Run 1, placement by cell class:
Fill, decap, tap and diode cells in grey.
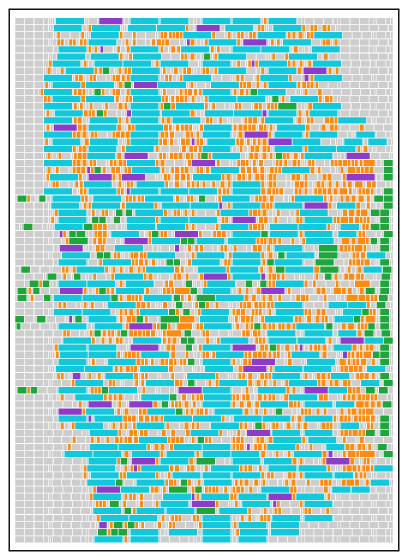
Run 1, clock wires, drivers and flops:
Bar = 50 um.
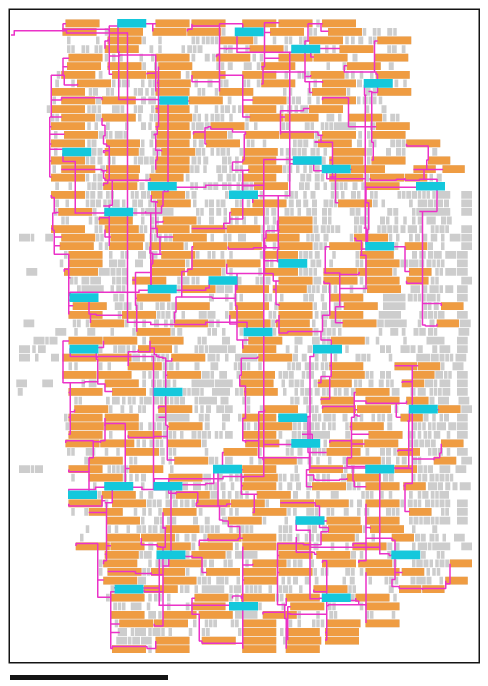
Run 1, pin map:
Pins as bars across the die edge, other pins in grey.
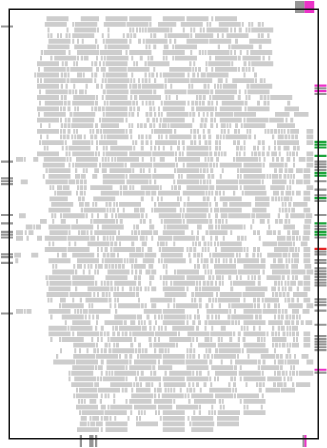
Run 1, signal wires by layer:
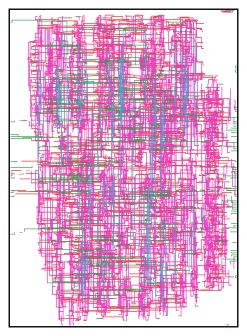
[src/rtl/instr_fetch.sv]
// Instruction fetch and sequencing: owns the PC, a write-protected branch-target LUT,
// start/done handshaking and a saturating run-cycle counter.
module instr_fetch #(
  parameter int unsigned PC_W     = 10,
  parameter int unsigned INSTR_W  = 9,
  parameter int unsigned LUT_W    = 5,
  parameter int unsigned PROG_LEN = 1024,
  parameter int unsigned CNT_W    = 16
) (
  input  logic               i_clk,
  input  logic               i_reset,
  input  logic               i_start,
  input  logic               i_lut_we,
  input  logic [LUT_W-1:0]   i_lut_addr,
  input  logic [PC_W-1:0]    i_lut_data,
  output logic [PC_W-1:0]    o_imem_addr,
  input  logic [INSTR_W-1:0] i_imem_data,
  output logic [INSTR_W-1:0] o_instr,
  output logic               o_instr_valid,
  input  logic               i_branch_taken,
  input  logic [LUT_W-1:0]   i_branch_idx,
  output logic [PC_W-1:0]    o_pc,
  output logic               o_done,
  output logic [CNT_W-1:0]   o_cycle_count
);

  localparam int unsigned  LutDepth = 2 ** LUT_W;
  localparam logic [PC_W:0] ProgEnd = (PC_W + 1)'(PROG_LEN);

  typedef enum logic [1:0] {
    StIdle,
    StRun,
    StDone
  } state_e;

  state_e             r_state;
  state_e             w_state_nxt;
  logic [PC_W-1:0]    r_pc;
  logic [PC_W-1:0]    w_pc_nxt;
  logic [CNT_W-1:0]   r_cnt;
  logic [CNT_W-1:0]   w_cnt_nxt;
  logic [PC_W-1:0]    r_lut [LutDepth];
  logic [PC_W:0]      w_next_pc;
  logic               w_lut_wr;

  // One extra bit so a target or increment at/after PROG_LEN is detected, not wrapped.
  assign w_next_pc = i_branch_taken ? {1'b0, r_lut[i_branch_idx]}
                                    : {1'b0, r_pc} + (PC_W + 1)'(1);

  always_comb begin
    w_state_nxt   = r_state;
    w_pc_nxt      = r_pc;
    w_cnt_nxt     = r_cnt;
    w_lut_wr      = 1'b0;
    o_instr_valid = 1'b0;
    o_done        = 1'b0;
    unique case (r_state)
      StIdle, StDone: begin
        o_done   = (r_state == StDone);
        w_lut_wr = i_lut_we;
        if (i_start) begin
          w_state_nxt = StRun;
          w_pc_nxt    = '0;
          w_cnt_nxt   = '0;
        end
      end
      StRun: begin
        o_instr_valid = 1'b1;
        if (r_cnt != '1) begin
          w_cnt_nxt = r_cnt + CNT_W'(1);
        end
        if (w_next_pc >= ProgEnd) begin
          w_state_nxt = StDone;
        end else begin
          w_pc_nxt = w_next_pc[PC_W-1:0];
        end
      end
      default: w_state_nxt = StIdle;
    endcase
  end

  always_ff @(posedge i_clk) begin
    if (i_reset) begin
      r_state <= StIdle;
      r_pc    <= '0;
      r_cnt   <= '0;
    end else begin
      r_state <= w_state_nxt;
      r_pc    <= w_pc_nxt;
      r_cnt   <= w_cnt_nxt;
    end
  end

  always_ff @(posedge i_clk) begin
    if (i_reset) begin
      for (int unsigned i = 0; i < LutDepth; i++) begin
        r_lut[i] <= '0;
      end
    end else if (w_lut_wr) begin
      r_lut[i_lut_addr] <= i_lut_data;
    end
  end

  assign o_imem_addr   = r_pc;
  assign o_pc          = r_pc;
  assign o_instr       = i_imem_data;
  assign o_cycle_count = r_cnt;

endmodule
[config.mk]
export PLATFORM = sky130hd
export DESIGN_NAME = instr_fetch
export DESIGN_NICKNAME = d
export VERILOG_FILES = /design/src/rtl/instr_fetch.sv
export SDC_FILE = /design/constraint.sdc
export NUM_CORES = 1
export LEC_CHECK = 0
export ABC_AREA = 1
export CORE_ASPECT_RATIO = 1.4
export CORE_MARGIN = 1.5
export CORE_UTILIZATION = 55
export DETAILED_ROUTE_END_ITERATION = 8
export GPL_ROUTABILITY_DRIVEN = 0
export PLACE_DENSITY = 0.74
export SYNTH_ARGS = -nofsm -noshare
export SYNTH_HDL_FRONTEND = slang
export SYNTH_SLANG_ARGS = --single-unit
[constraint.sdc]
create_clock -name i_clk -period 2.7 [get_ports i_clk]
set_input_delay 0.54 -clock i_clk [delete_from_list [all_inputs] [get_ports i_clk]]
set_output_delay 0.54 -clock i_clk [all_outputs]
set_load 0.05 [all_outputs]
==> ci_impl_report.md, run 1 <==
### Yosys + OpenROAD results

| Metric | Value |
|---|---|
| Hold Crit Start | `o_cycle_count[4]` |
| Max clock buf depth | `3` |
| Req. time, crit path | `2.16 ns` |
| Top Layout Cells | `nand2_1, nor2_1, edfxtp_1, nand3_1, buf_4` |
| Logic cell area | `approximately 5200 um^2` |
| CP endpoint | `o_instr_valid` |
| Startpoint types | `flop` |
| Outcome | `finished, final reports clean` |
| Postcts setup bufs | `0` |
| Max-slew violation count | `0` |
| Buf/Inv on CP | `2` |
| DRC violations left | `0` |
| Largest net degree at the start of global routing | `between 80 and 90` |
| XOR/XNOR Area Share | `less than 1%` |
| Final setup viols | `0` |
| Synthesized area | `16,300 um^2` |
| DP HPWL | `26,700 um` |
| Compound Share, Synth | `1.66%` |
| Clock-pin slew on the worst setup and hold paths | `0.06 ns` |
| Top cell excl fill/tap | `nand2_1` |
| Non-clk buf share | `7.64%` |
| Average instance area after synthesis | `9.19 um^2` |
| Final Routed Wirelength | `around 43,000 um` |
| Leading cell kind | `registers` |
| Mux cell area share | `0%` |
| Fin crit share | `92.3%` |
| Post_cts resized | `0` |
| ANT cells | `0` |
| Largest register FFs | `320` |
| WHS Endpoint | `o_cycle_count[4]` |
| CTS sink cnt | `about 350` |
| Yosys reg bits | `roughly 350` |
| Seq/Total Area, Yosys | `62.3%` |
| Comb/total area | `approximately 28%` |
| Setup TNS Final | `0 ns` |
| OpenROAD warnings | `26` |
| Kind of critical path | `reg -> out` |
| Clk tree area frac | `5.90%` |
| Area occupied by registers | `a little over 10,000 um^2` |
| Hold crit path type | `reg -> reg` |
| Mapped Nets | `1,813` |
| CTS tree | `built` |
| Simple Share, Synth | `between 30% and 40%` |
| Tap Count | `380` |
| Power Density | `between 600 and 700 nW/um^2` |
| Final hold violation count | `0` |
| FP Util | `56.0%` |
| Starting DRT DRC Count | `around 1,800` |
| Top reg by flops | `r_lut` |
| CP Max Fanout | `6` |
| Reg2reg setup slack | `0.49 ns` |
| Critical Path AT | `slightly below 2 ns` |
| CTS Root Cell | `clkbuf_16` |
| CP max stage cell | `clkdlybuf4s50_1` |
| Logic depth of the worst path, buffers included | `3` |
| CP endpoint kind | `output pin` |
| Vias in the first global route | `about 12,000` |
| Die Size | `30,700 um^2` |
| RR Startpoint | `o_cycle_count[0]` |
| Share of post-route cells with drive strength above 1 | `under 10%` |
| Comb_multi_in | `about 1,200` |
| Ys cells | `1,777` |
| P&R area growth vs syn | `13.7%` |
| Clkbuf count | `about 44` |
| Initial antenna violation count | `0` |
| CP top delay family | `buffers and inverters` |
| Bufs w/o clock | `roughly 150` |
| Drt first pass iters | `6` |
| Yosys chip area | `between 15,000 and 20,000 um^2` |
| Slew Limit Headroom | `between 50% and 60%` |
| Fillers | `between 2,000 and 2,500` |
| GR Overflow Total | `0` |
| Peak supply drop | `roughly 0.43 mV` |
| Adder Area Share | `0.153%` |
| Yosys cell types | `34` |
| Inverters | `42` |
| Total track usage | `28.2%` |
| Final min period | `about 2.5 ns` |
| Largest stage delay, worst path | `about 0.8 ns` |
| Synth warnings | `0` |
| Num CTS Buffers | `35` |
| Max Cap Violations | `0` |
| H-tree Lvls | `2` |
| R2r worst-path depth | `10` |
| Synth Instances | `roughly 1,800` |
| P_leak | `7.42 nW` |
| Antenna Violating Nets Remaining | `0` |
| RSZ-0062 raised after global routing | `false` |
| Fmax | `around 0.4 GHz` |
| Seq cells | `between 300 and 400` |
| Critical path cell sequence | `nand2_1, clkinv_1, clkdlybuf4s50_1` |
| Synth Flop Type | `edfxtp_1` |
| Global-route wire length before repair | `roughly 65,000 um` |
| DR vias/cell | `slightly below 6` |
| Hold buffer count at cts | `0` |
| WHS Path Cells | `2` |
| EDFF count, synth | `approximately 320` |
| # IOs | `between 80 and 90` |
| CP startpoint | `r_state[0]` |
| Async set-or-reset flop fraction in the synthesized netlist | `0%` |
| Nets | `between 1,500 and 2,000` |
| Top non-seq family | `simple AND/OR/NAND/NOR gates` |
| Worst Tran Pin Value | `0.627 ns` |
| R2r endpoint | `o_cycle_count[10]` |
## Picture notes: 'placement by cell class'
legend:
  other buffers and delay cells:
    colour: green
    cells: 151
    share_of_their_area: 7.8%
  clock drivers and dummy loads:
    colour: purple
    cells: 63
    share_of_their_area: 6.1%
  all other logic:
    colour: orange
    cells: 1,273
    share_of_their_area: 30%
  flip-flops:
    colour: cyan
    cells: 348
    share_of_their_area: 56%
Seq area share: 54.8%
Final Util: 63.7%
core area: 29,200 um^2
final instance area: 18,600 um^2
Rows: 74

## Picture notes: 'clock wires, drivers and flops'
legend:
  flip-flops:
    colour: orange
    count: 348
  cells driving clock nets:
    colour: cyan
    count: 35
  clock wires:
    colour: magenta
    length: 3,830 um
flops lie: all over the die
routed clock nets: 36
Clock net power: 0.00468 W
Clk pwr share: 39.4%
skew final: 0.0153 ns
Late-Pin Clk Latency: 0.52 ns

## Picture notes: 'pin map'
legend:
  `o_pc`:
    colour: green
    pins: 10
    direction: output
    edge: east
  `o_instr`:
    colour: magenta
    pins: 9
    direction: output
    edge: 5 north, 3 east, 1 south
  `o_done`:
    colour: red
    pins: 1
    direction: output
    edge: east
all pins by edge: 51 east, 14 west, 10 north, 6 south
Port Buffers: 62
Die Wd: 149 um
DIE HEIGHT: 207 um

## Picture notes: 'signal wires by layer'
legend:
  met2:
    colour: magenta
    wire_length: 21.4 mm
  met4:
    colour: cyan
    wire_length: 2,460 um
  met1:
    colour: red
    wire_length: 15,300 um
  met3:
    colour: green
    wire_length: 3,660 um
via count: 12,800
routed len/inst: 19.3 um

-- run 1: layer usage --
| layer | track usage [%] | vias up | part of all wire [%] |
|---|---|---|---|
| met5 | 0 | - | 0 |
| met4 | 16.8 | 0 | 5.7 |
| met3 | 3.65 | 167 | 8.5 |
| met2 | 48.7 | 702 | 50 |
| met1 | 33.8 | 5994 | 36 |
| li1 | - | 5955 | - |
-- run 1: stage by stage --
| step | worst slack (ns) | cells | instance area [um^2] | total power (W) | hold WS, ns |
|---|---|---|---|---|---|
| 2_1_floorplan | 0.536 | 1777 | 16300 | 0.00691 | 0.600 |
| 3_3_place_gp | 0.239 | 2152 | 17500 | 0.00725 | 0.448 |
| 3_5_place_dp | 0.131 | 2152 | 17500 | 0.00728 | 0.457 |
| 4_1_cts | 0.189 | 2215 | 18600 | 0.0119 | 0.467 |
| 5_1_grt | 0.127 | 2215 | 18600 | 0.0122 | 0.503 |
| 6_report | 0.209 | 2215 | 18600 | 0.0119 | 0.465 |
-- run 1: power by group --
| part | switching (W) | total, W | internal, W |
|---|---|---|---|
| logic | 0.000774 | 0.00107 | 0.000299 |
| registers | 0.0000658 | 0.00611 | 0.00605 |
| clock network | 0.00198 | 0.00468 | 0.00270 |
| total | 0.00282 | 0.0119 | 0.00904 |
-- run 1: synthesized netlist by cell type (all sizes together), types with 5 or more instances --
library cell	count	area (um^2)
nor3	20	156
edfxtp	320	9610
buf	63	399
nor2	347	1310
nand2	509	1910
clkbuf	93	353
inv	40	150
nand3	298	1500
o21ai	10	61.3
xor2	5	43.8
a21oi	28	163
dfxtp	28	561
-- run 1: worst min-delay path, delay by kind of cell, from the launching register on --
| kind | cells | cell delay (ns) |
|---|---|---|
| buffers and inverters | 1 | 0.05 |
| DFF | 1 | 0.32 |
| AOI/OAI and AO/OA | 1 | 0.05 |
## Run 2: what changed since run 1
- CORE_MARGIN: 1.5 -> default
Run 2, placement by cell class:
Fill, decap, tap and diode cells in grey.
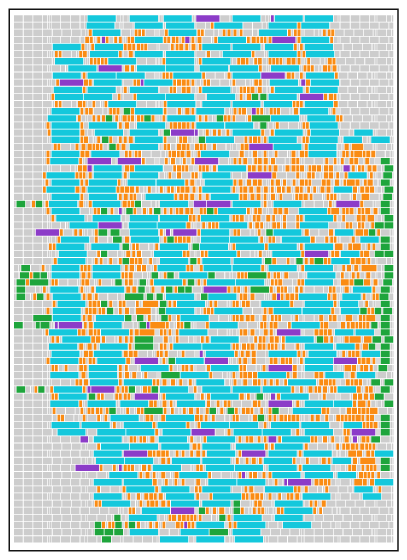
legend:
  all other logic:
    colour: orange
    cells: 1,273
    share_of_their_area: 30%
  flip-flops:
    colour: cyan
    cells: 348
    share_of_their_area: 57%
  clock drivers and dummy loads:
    colour: purple
    cells: 60
    share_of_their_area: 5.6%
  other buffers and delay cells:
    colour: green
    cells: 148
    share_of_their_area: 7.8%
Final Util: 63.3%
Seq area share: 55.1%
final instance area: 18,500 um^2

Run 2, placed standard cells:
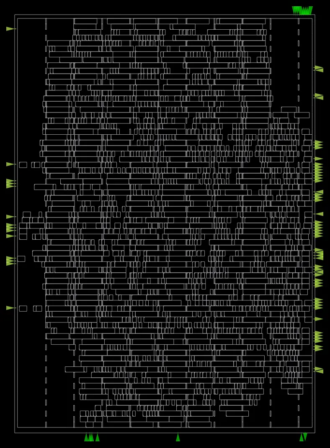
Seq cells: 348
Fillers: 2,384

==> ci_impl_report.md, run 2 <==
### Yosys + OpenROAD results

| Metric | Value |
|---|---|
| Final min period | `2.49 ns (-0.00383 ns)` |
| Synth area leaders | `edfxtp_1, nand2_1, nand3_1` |
| EDFF count, synth | `320 (unchanged)` |
| Drt first pass iters | `6 (unchanged)` |
| Postcts setup bufs | `0 (unchanged)` |
| Mapped Nets | `1,813 (unchanged)` |
| WL met1 | `15,000 um (-2.1%)` |
| Req. time, crit path | `2.16 ns (about the same)` |
| CTS sink cnt | `348 (unchanged)` |
| GR Overflow Total | `0 (unchanged)` |
| GRT busiest layer | `met2` |
| Global routing usage on met1 | `32.2% (-1.6 points)` |
| Global-route wire length before repair | `63,100 um (-2.4%)` |
| Final setup viols | `0 (unchanged)` |
| Kind of critical path | `reg -> out` |
| FP Util | `56.0% (unchanged)` |
| Top cell area share | `58.9% (unchanged)` |
| Most frequent cell after synthesis | `nand2_1` |
| # IOs | `81 (unchanged)` |
| Skew final | `0.0234 ns (+0.00809 ns)` |
| Async set-or-reset flop fraction in the synthesized netlist | `0% (unchanged)` |
| Yosys chip area | `16,300 um^2 (unchanged)` |
| Hold crit path type | `reg -> reg` |
| Critical Path AT | `1.95 ns (about the same)` |
| Cell type with the largest total area | `edfxtp_1` |
| Starting DRT DRC Count | `1,130 (-37%)` |
| Max clock buf depth | `3 (unchanged)` |
| P_leak | `7.36 nW (-0.81%)` |
| H-tree Lvls | `2 (unchanged)` |
| Core area | `29,200 um^2 (unchanged)` |
| OpenROAD warnings | `26 (unchanged)` |
| Top Layout Cells | `nand2_1, nor2_1, edfxtp_1, nand3_1, buf_4` |
| Vias in the first global route | `11,900 (-1.3%)` |
| Worst Tran Pin Value | `0.608 ns (-0.0182 ns)` |
| Slew Limit Headroom | `59.4% (+1.2 points)` |
| Rows | `74 (unchanged)` |
| Power Density | `624 nW/um^2 (-2.3%)` |
| Average instance area after synthesis | `9.19 um^2 (unchanged)` |
| Ys cells | `1,777 (unchanged)` |
| Num CTS Buffers | `34 (-2.9%)` |
| Die Size | `30,400 um^2 (-1.2%)` |
| Area occupied by registers | `10,200 um^2 (unchanged)` |
| Commonest cells post-synth | `nand2_1, nor2_1, edfxtp_1, nand3_1, clkbuf_1` |
| Peak supply drop | `0.442 mV (+3.9%)` |
| Synthesized area | `16,300 um^2 (unchanged)` |
| CP endpoint kind | `output pin` |
| Largest register FFs | `320 (unchanged)` |
| Highest metal used | `met4` |
| Setup TNS Final | `0 ns (unchanged)` |
| Top cell excl fill/tap | `nand2_1` |
| Outcome | `finished, final reports clean` |
| Clock-pin slew on the worst setup and hold paths | `0.06 ns (about the same)` |
| Seq/Total Area, Yosys | `62.3% (unchanged)` |
| Initial antenna violation count | `0 (unchanged)` |
| Max-slew violation count | `0 (unchanged)` |
| Post_cts resized | `0 (unchanged)` |
| Antenna Violating Nets Remaining | `0 (unchanged)` |
| Hold buffer count at cts | `0 (unchanged)` |
| Max Cap Violations | `0 (unchanged)` |
| Wire length on met2 | `20,600 um (-3.7%)` |
| Fmax | `0.402 GHz (+0.15%)` |
| DIE HEIGHT | `206 um (-0.48%)` |
| Nets | `1,841 (-0.22%)` |
| Synth Instances | `1,777 (unchanged)` |
| Largest net degree at the start of global routing | `81 (-3.6%)` |
| Yosys reg bits | `348 (unchanged)` |
| Share of post-route cells with drive strength above 1 | `8.42% (-0.24 points)` |
| Routing usage on met2 | `48.5% (-0.20 points)` |
| Final hold violation count | `0 (unchanged)` |
| Worst hold slack | `0.465 ns (+0.0000490 ns)` |
| Reg2reg setup slack | `0.46 ns (-0.03 ns)` |
| Startpoint types | `flop` |
| Synth warnings | `0 (unchanged)` |
| Fin crit share | `92.1% (-0.14 points)` |
| Logic cell area | `5250 um^2 (unchanged)` |
| RSZ-0062 raised after global routing | `false` |
| DP HPWL | `26,600 um (-0.46%)` |
| Yosys cell types | `34 (unchanged)` |
| Die Wd | `148 um (-0.67%)` |
| DRC violations left | `0 (unchanged)` |
| ANT cells | `0 (unchanged)` |
| CP Max Fanout | `6 (unchanged)` |
| P&R area growth vs syn | `13.0%` |
| Synth Flop Type | `edfxtp_1` |
| Late-Pin Clk Latency | `0.52 ns (about the same)` |
| Routing usage on met3 | `4.33% (+0.68 points)` |
| Top reg by flops | `r_lut` |
| DR vias/cell | `5.69 (-1.6%)` |
| CTS Root Cell | `clkbuf_16` |
| CTS tree | `built` |
| Port Buffers | `62 (unchanged)` |
| WL met3 | `3180 um (-13%)` |
Run 2, signal wires by layer:
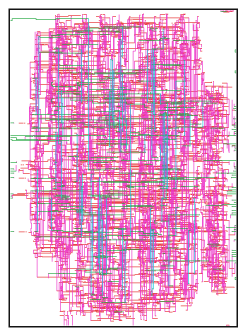
legend:
  met4:
    colour: cyan
    wire_length: 2,270 um
  met3:
    colour: green
    wire_length: 3,180 um
  met2:
    colour: magenta
    wire_length: 20.6 mm
  met1:
    colour: red
    wire_length: 15,000 um
Final Routed Wirelength: 41,100 um
via count: 12,600
total track usage: 27.7%
routed len/inst: 18.6 um

## run 2: where the power goes
| group | internal, W | switching [W] |
|---|---|---|
| clock network | 0.00242 | 0.00194 |
| registers | 0.00605 | 0.0000644 |
| logic | 0.000294 | 0.000757 |
| total | 0.00876 | 0.00276 |
## run 2: cells by family after synthesis
kind of cell,after synthesis,synth area share [%]
adder cells (fa/ha/maj),2,0.153
flip-flops,348,62.3
AND-OR/OR-AND,44,1.66
AND/OR/NAND/NOR,1180,30.1
XOR/XNOR,5,0.268
buffers and inverters,198,5.57
## run 2: worst paths after layout
path,start,end,cells after the start
max,r_state[0],o_instr_valid,3
min,o_cycle_count[4],o_cycle_count[4],2
max reg2reg,o_cycle_count[0],o_cycle_count[10],10
min reg2reg,o_cycle_count[4],o_cycle_count[4],2
## run 2: final cells by class
type	count	area share, %
Timing Repair Buffer	148	7.57
Tap cell	380	2.58
Inverter	42	0.868
Clock buffer	46	5.02
Sequential cell	348	55.1
Clock inverter	14	0.407
Multi-Input combinational cell	1231	28.4
## run 2: per-stage QoR
step | setup slack, ns | std cells | total power [W] | util (%) | cell area [um^2]
after floorplan | 0.536 | 1777 | 0.00691 | - | 16300
after global placement | 0.234 | 2149 | 0.00724 | 59.8 | 17500
after detailed placement | 0.165 | 2149 | 0.00726 | 59.8 | 17500
after CTS | 0.188 | 2209 | 0.0115 | 63.3 | 18500
after global routing | 0.109 | 2209 | 0.0118 | 63.3 | 18500
final | 0.213 | 2209 | 0.0115 | 63.3 | 18500
## run 2: worst max-delay path: stages (launching register included)
cell	delay (ns)
dfxtp_1	0.37
nand2_1	0.18
clkinv_1	0.10
clkdlybuf4s50_1	0.79
No activity file was given, so power comes from the tool's default toggle rates.
